===== src/rtl/extended_hamming_scrubber.sv =====
// Background scrubber for extended-Hamming protected memory: read, correct, re-check, write back.
// Define EXTENDED_HAMMING_SCRUBBER_WRITEBACK_EN to write corrected blocks back; otherwise report-only.

// Codeword layout: bit i (i < W-1) is Hamming position i+1, bit W-1 is overall parity.
module extended_hamming_block_corrector #(
    parameter int BLOCK_WIDTH = 13
) (
    input  logic [BLOCK_WIDTH-1:0] block_in,
    output logic [BLOCK_WIDTH-1:0] block_out,
    output logic                   error
);
    localparam int SW = $clog2(BLOCK_WIDTH);

    logic [SW-1:0] syndrome;
    logic          overall;

    always_comb begin
        syndrome = '0;
        for (int p = 1; p < BLOCK_WIDTH; p++)
            if (block_in[p-1]) syndrome = syndrome ^ SW'(p);
        overall   = ^block_in;
        block_out = block_in;
        // Odd overall parity means a single flip: syndrome names it, zero means the parity bit.
        if (overall && syndrome == '0)
            block_out[BLOCK_WIDTH-1] = ~block_in[BLOCK_WIDTH-1];
        for (int p = 1; p < BLOCK_WIDTH; p++)
            if (overall && syndrome == SW'(p)) block_out[p-1] = ~block_in[p-1];
        error = overall | (syndrome != '0);
    end
endmodule

module extended_hamming_block_checker #(
    parameter int BLOCK_WIDTH = 13
) (
    input  logic [BLOCK_WIDTH-1:0] block_in,
    output logic                   clean
);
    localparam int SW = $clog2(BLOCK_WIDTH);

    logic [SW-1:0] syndrome;

    always_comb begin
        syndrome = '0;
        for (int p = 1; p < BLOCK_WIDTH; p++)
            if (block_in[p-1]) syndrome = syndrome ^ SW'(p);
        clean = (syndrome == '0) && !(^block_in);
    end
endmodule

module extended_hamming_scrubber #(
    parameter  int BLOCK_WIDTH   = 13,
    parameter  int DEPTH         = 256,
    parameter  int INTERVAL      = 1024,
    parameter  int COUNTER_WIDTH = 16,
    localparam int ADDRESS_WIDTH = $clog2(DEPTH)
) (
    input  logic                     clock,
    input  logic                     reset,
    input  logic                     enable,
    input  logic                     start,
    input  logic                     clear_counters,
    output logic                     scrub_request,
    input  logic                     scrub_grant,
    output logic                     scrub_write,
    output logic [ADDRESS_WIDTH-1:0] scrub_address,
    output logic [BLOCK_WIDTH-1:0]   scrub_write_block,
    input  logic [BLOCK_WIDTH-1:0]   scrub_read_block,
    output logic                     busy,
    output logic                     error_valid,
    output logic                     error_uncorrectable,
    output logic [ADDRESS_WIDTH-1:0] error_address,
    output logic                     pass_done,
    output logic [COUNTER_WIDTH-1:0] corrected_count,
    output logic [COUNTER_WIDTH-1:0] uncorrectable_count
);
    localparam int IW = $clog2(INTERVAL + 1);
    localparam logic [IW-1:0] RELOAD = IW'(INTERVAL - 1);
    localparam logic [ADDRESS_WIDTH-1:0] LAST = ADDRESS_WIDTH'(DEPTH - 1);

    typedef enum logic [2:0] {IDLE, READ_REQ, READ_WAIT, CHECK, WRITE_REQ} state_t;

    state_t                   state_q, state_d;
    logic [IW-1:0]            interval_q, interval_d;
    logic [ADDRESS_WIDTH-1:0] address_q, address_d;
    logic [BLOCK_WIDTH-1:0]   block_q, block_d;
    logic                     error_valid_q, error_valid_d;
    logic                     error_unc_q, error_unc_d;
    logic [ADDRESS_WIDTH-1:0] error_address_q, error_address_d;
    logic                     pass_done_q, pass_done_d;
    logic [COUNTER_WIDTH-1:0] corrected_q, corrected_d;
    logic [COUNTER_WIDTH-1:0] uncorrectable_q, uncorrectable_d;

    logic [BLOCK_WIDTH-1:0] corrected_block;
    logic                   corr_error, recheck_clean;
    logic                   advance, corr_inc, unc_inc;

    extended_hamming_block_corrector #(.BLOCK_WIDTH(BLOCK_WIDTH)) u_corrector (
        .block_in (block_q),
        .block_out(corrected_block),
        .error    (corr_error)
    );

    extended_hamming_block_checker #(.BLOCK_WIDTH(BLOCK_WIDTH)) u_checker (
        .block_in(corrected_block),
        .clean   (recheck_clean)
    );

    always_comb begin
        state_d         = state_q;
        interval_d      = interval_q;
        address_d       = address_q;
        block_d         = block_q;
        error_valid_d   = 1'b0;
        error_unc_d     = 1'b0;
        error_address_d = error_address_q;
        pass_done_d     = 1'b0;
        advance         = 1'b0;
        corr_inc        = 1'b0;
        unc_inc         = 1'b0;

        case (state_q)
            IDLE: begin
                if (start || (enable && interval_q == '0)) begin
                    state_d    = READ_REQ;
                    interval_d = RELOAD;
                end else if (enable) begin
                    interval_d = interval_q - IW'(1);
                end
            end
            READ_REQ:  if (scrub_grant) state_d = READ_WAIT;
            READ_WAIT: begin
                block_d = scrub_read_block;
                state_d = CHECK;
            end
            CHECK: begin
                state_d = IDLE;
                if (!corr_error) begin
                    advance = 1'b1;
                end else begin
                    error_valid_d   = 1'b1;
                    error_address_d = address_q;
                    if (recheck_clean) begin
                        corr_inc = 1'b1;
                        block_d  = corrected_block;
`ifdef EXTENDED_HAMMING_SCRUBBER_WRITEBACK_EN
                        state_d  = WRITE_REQ;
`else
                        advance  = 1'b1;
`endif
                    end else begin
                        error_unc_d = 1'b1;
                        unc_inc     = 1'b1;
                        advance     = 1'b1;
                    end
                end
            end
            WRITE_REQ: begin
                if (scrub_grant) begin
                    advance = 1'b1;
                    state_d = IDLE;
                end
            end
            default: state_d = IDLE;
        endcase

        if (advance) begin
            address_d   = (address_q == LAST) ? '0 : address_q + ADDRESS_WIDTH'(1);
            pass_done_d = (address_q == LAST);
        end

        // A clear wins over an increment landing in the same cycle.
        corrected_d = corrected_q;
        if (clear_counters) corrected_d = '0;
        else if (corr_inc && corrected_q != '1) corrected_d = corrected_q + COUNTER_WIDTH'(1);

        uncorrectable_d = uncorrectable_q;
        if (clear_counters) uncorrectable_d = '0;
        else if (unc_inc && uncorrectable_q != '1) uncorrectable_d = uncorrectable_q + COUNTER_WIDTH'(1);
    end

    always_ff @(posedge clock or posedge reset) begin
        if (reset) begin
            state_q         <= IDLE;
            interval_q      <= RELOAD;
            address_q       <= '0;
            block_q         <= '0;
            error_valid_q   <= 1'b0;
            error_unc_q     <= 1'b0;
            error_address_q <= '0;
            pass_done_q     <= 1'b0;
            corrected_q     <= '0;
            uncorrectable_q <= '0;
        end else begin
            state_q         <= state_d;
            interval_q      <= interval_d;
            address_q       <= address_d;
            block_q         <= block_d;
            error_valid_q   <= error_valid_d;
            error_unc_q     <= error_unc_d;
            error_address_q <= error_address_d;
            pass_done_q     <= pass_done_d;
            corrected_q     <= corrected_d;
            uncorrectable_q <= uncorrectable_d;
        end
    end

    // Request comes straight from the state register, so grant never feeds back into it.
    assign scrub_request = (state_q == READ_REQ) || (state_q == WRITE_REQ);
    assign scrub_address = address_q;
`ifdef EXTENDED_HAMMING_SCRUBBER_WRITEBACK_EN
    assign scrub_write       = (state_q == WRITE_REQ);
    assign scrub_write_block = (state_q == WRITE_REQ) ? block_q : '0;
`else
    assign scrub_write       = 1'b0;
    assign scrub_write_block = '0;
`endif
    assign busy                = (state_q != IDLE);
    assign error_valid         = error_valid_q;
    assign error_uncorrectable = error_unc_q;
    assign error_address       = error_address_q;
    assign pass_done           = pass_done_q;
    assign corrected_count     = corrected_q;
    assign uncorrectable_count = uncorrectable_q;
endmodule


===== config.mk =====
export PLATFORM = sky130hd
export DESIGN_NAME = extended_hamming_scrubber
export DESIGN_NICKNAME = d
export VERILOG_FILES = /design/src/rtl/extended_hamming_scrubber.sv
export SDC_FILE = /design/constraint.sdc
export NUM_CORES = 1
export LEC_CHECK = 0
export ABC_AREA = 0
export CAP_MARGIN = 10
export CORE_MARGIN = 1.5
export CORE_UTILIZATION = 54
export CTS_BUF_LIST = sky130_fd_sc_hd__clkbuf_2 sky130_fd_sc_hd__clkbuf_4 sky130_fd_sc_hd__clkbuf_8
export DETAILED_ROUTE_END_ITERATION = 8
export GPL_TIMING_DRIVEN = 1
export PLACE_DENSITY = 0.82
export SETUP_SLACK_MARGIN = 0.15
export SYNTH_ARGS = -nofsm -noshare
export SYNTH_HDL_FRONTEND = slang
export SYNTH_SLANG_ARGS = --single-unit

===== constraint.sdc =====
create_clock -name clock -period 3.1 [get_ports clock]
set_clock_uncertainty 0.15 [all_clocks]
set_input_delay 0.62 -clock clock [delete_from_list [all_inputs] [get_ports clock]]
set_output_delay 0.62 -clock clock [all_outputs]
set_load 0.03 [all_outputs]

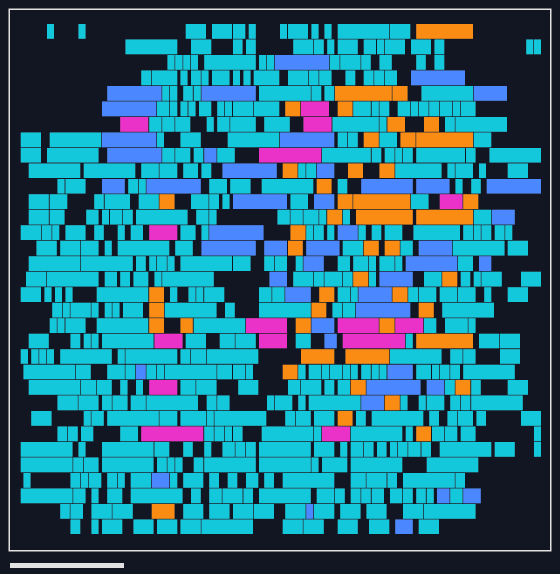
Figure 1: drive-strength map.
Scale bar: 20 µm.
- x2: blue (cells 46; most used dfstp_2)
- x3 and x4: orange (cells 47; most used buf_4)
- x1 and smaller: cyan (cells 488; most used clkdlybuf4s50_1)
- x6 and larger: magenta (cells 15; most used clkbuf_8)

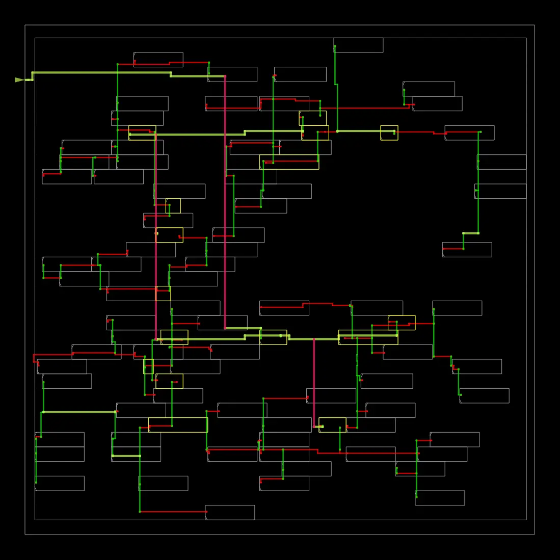
Figure 2: clock nets.
clock sinks: 77
flop count: 77
clkbuf count: 10

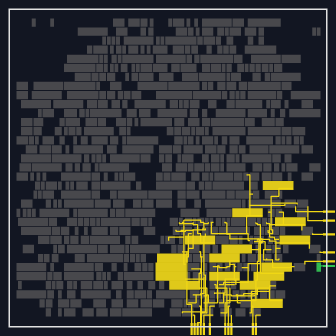
Figure 3: port wiring.
- `uncorrectable_count`: yellow (bits 16; direction output; end cells 16; wire 649 µm)
- `scrub_write`: green (bits 1; direction output; end cells 1; wire 1.30 µm)

==> ci_impl_report.md <==
## Implementation flow summary

| Metric | Value |
|---|---|
| Cells after Synth | `489` |
| CP Class | `reg -> reg` |
| Main flop type | `dfrtp_1` |
| Maximum clock frequency | `334 MHz` |
| CP max FO | `5` |
| RSZ-0062 raised after global routing | `yes` |
| Relative slew slack | `0.670` |
| CTS Hold Bufs | `0` |
| Ys async rst share | `1.00` |
| CP most frequent cell | `buf_4` |
| Grt total ovfl | `0` |
| DRC violations left | `0` |
| Endpoints failing hold | `0` |
| Post-Layout Cell Count | `701` |
| GR Util met1 | `0.339` |
| Required time worst endpoint | `3.22 ns` |
| GP Congestion | `0.961` |
| Critical path buffers and inverters | `3` |
| Sequential share of the synthesized area | `0.425` |
| Root Buffer | `clkbuf_8` |
| Core area | `8220 µm²` |
| Critical Path End Type | `flip-flop` |
| Crit-path leading delay family | `simple AND/OR/NAND/NOR gates` |
| Vias after detailed routing | `4179` |
| Met2 Use GR | `0.444` |
| Startpoint Class | `flip-flop` |
| Worst Hold Class | `reg -> reg` |
| Iter 0 DRT Violations | `247` |
| Fraction of layout cells with a size suffix above 1 | `0.181` |
| Met3 Resource Use GR | `0.0596` |
| Detailed Place HPWL | `7760 µm` |
| Final Critical Period | `2.99 ns` |
| Floorplan row count | `33` |
| Tool warnings | `30` |
| Number of synthesized flops with an enable pin | `0` |
| CTS Buffer Depth | `2` |
| Final Max Tran Viols | `0` |
| Fill count | `575` |
| Yosys Instances | `489` |
| FF/Latch Area | `1950 µm²` |
| Antenna viol nets, final | `0` |
| Syn Area/Cell | `9.32 µm²` |
| Vias in the first global route | `3936` |
| Die area | `9000 µm²` |
| CTS buffer count | `9` |
| Logic area | `2590 µm²` |
| Latency at later pin | `0.35 ns` |
| # IOs | `86` |
| H-tree Lvls | `3` |
| CTS tree | `built` |
| Final worst slack | `0.108 ns` |
| Initial antenna violation count | `0` |
| Final nets | `618` |
| Mapped Area | `4560 µm²` |
| Final Instance Area | `5980 µm²` |
| Total Neg Setup Slack | `0 ns` |
| I/O Buffers | `71` |
| Slowest-stage cell, CP | `or4_1` |
| Synthesis area per yosys | `4560 µm²` |
| Outcome | `finished, final reports clean` |
| Final Cycle Share | `0.965` |
| Clk slew on worst S/H paths | `0.08 ns` |
| Yosys warning tally | `0` |
| DP Area | `5450 µm²` |
| Area delta synth->final | `31.3%` |
| Finished Core Util | `0.728` |
| Wire length of the first global-routing pass | `18600 µm` |
| Actual slew at the worst max-slew pin | `0.488 ns` |
| Die H | `94.9 µm` |
| DP Worst Slack | `0.0291 ns` |
| Placed Instances | `668` |
| WP data arrival | `3.11 ns` |
| Max incr delay on CP | `0.51 ns` |
| Vias per cell | `5.96` |
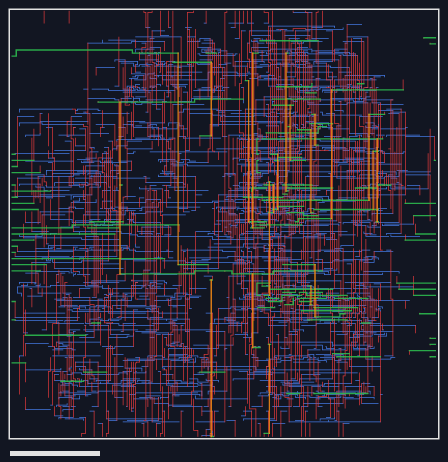
Figure 4: routed metal, one colour a layer.
Scale bar: 20 µm.
- M1: blue (wire length 5020 µm)
- M4: orange (wire length 448 µm)
- M2: red (wire length 6020 µm)
- M3: green (wire length 804 µm)
WL final: 12300 µm
total track usage: 0.270
WL/cell: 17.5 µm

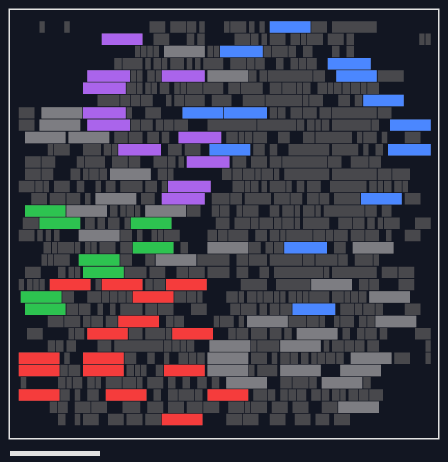
Figure 5: sequential cells grouped by signal name.
Scale bar: 20 µm. Other sequential cells in the stronger grey, the rest of the logic in the fainter grey.
- `interval_q`: purple (placed flops 11)
- `block_q`: blue (placed flops 13)
- `error_address`: green (placed flops 8; where left middle)
- `corrected_count`: red (placed flops 16)
- not coloured: 29

[registers in the layout (all words and copies together), names as in the netlist]
register and count:
error_address 8, state_q 2, interval_q 11, pass_done 1, scrub_address 8, error_uncorrectable 1
corrected_count 16, block_q 13, error_valid 1, uncorrectable_count 16
[cells by family (layout without fill, tap and decap cells)]
logic type               Yosys count  after routing  synth area share
AND-OR/OR-AND                    121            122             0.162
XOR/XNOR                          40             40             0.117
adder cells (fa/ha/maj)            8              8            0.0220
buffers and inverters             47            140            0.0519
flip-flops                        77             77             0.425
multiplexers                       8              8            0.0187
other                              1             14          0.000822
AND/OR/NAND/NOR                  187            187             0.203
[cell type report]
class	count	share of cell area
Clock inverter	6	0.0186
Tap cell	105	0.0220
Timing Repair Buffer	107	0.169
Inverter	17	0.0111
Sequential cell	77	0.325
Clock buffer	10	0.0220
Multi-Input combinational cell	379	0.432
[stage by stage]
stage,hold slack (ns)
6_report,0.334
2_1_floorplan,0.310
4_1_cts,0.338
5_1_grt,0.351
3_5_place_dp,0.317
3_3_place_gp,0.308
[worst paths after layout]
kind                                                 endpoint                         start  cells after the start  slack, ns
min reg2reg                      error_address[0]$_DFFE_PP0P_  error_address[0]$_DFFE_PP0P_                      2       0.33
max                        uncorrectable_count[7]$_DFFE_PP0P_       block_q[10]$_DFFE_PP0P_                     11       0.11
max reg2reg                uncorrectable_count[7]$_DFFE_PP0P_       block_q[10]$_DFFE_PP0P_                     11       0.11
min                              error_address[0]$_DFFE_PP0P_  error_address[0]$_DFFE_PP0P_                      2       0.33
max in group asynchronous           interval_q[7]$_DFFE_PP1P_                         reset                      3       1.60
min in group asynchronous  uncorrectable_count[0]$_DFFE_PP0P_                         reset                      2       0.46
[synthesized netlist by cell type (11+ instances only)]
master / instances / area [µm²]
a21oi_1: 46 / 230
buf_4: 15 / 113
clkbuf_1: 12 / 45.0
dfrtp_1: 67 / 1680
inv_1: 16 / 60.1
nand2_1: 63 / 236
nand3_1: 26 / 130
nor2_1: 31 / 116
o21ai_0: 23 / 115
o31ai_1: 11 / 82.6
or3_1: 17 / 106
or4_1: 12 / 90.1
xnor2_1: 19 / 166
[cells in the final DEF (no fill, tap or decap), drive strengths merged, types with 5 or more instances in the layout]
master	n
xor2	10
o22ai	7
inv	17
clkbuf	10
nor2b	5
or4	12
nand4	6
o31ai	11
clkdlybuf4s50	71
nand3	26
conb	14
nor3	6
xnor2	23
nor2	31
a21oi	46
dfstp	10
o21ai	34
ha	8
or3	17
buf	36
dfrtp	67
nand2	63
[per-layer routing]
layer  wire [µm]  up-vias
li1            -     1925
met1        5020     2023
met2        6020      187
met3         803       44
met4         448        0
met5           0        -
[timing repair]
action,in CTS,in global routing
resized,7,23
cloned,0,1
pin swaps,10,13
endpoints found under the setup margin,12,29
buffers inserted,11,5
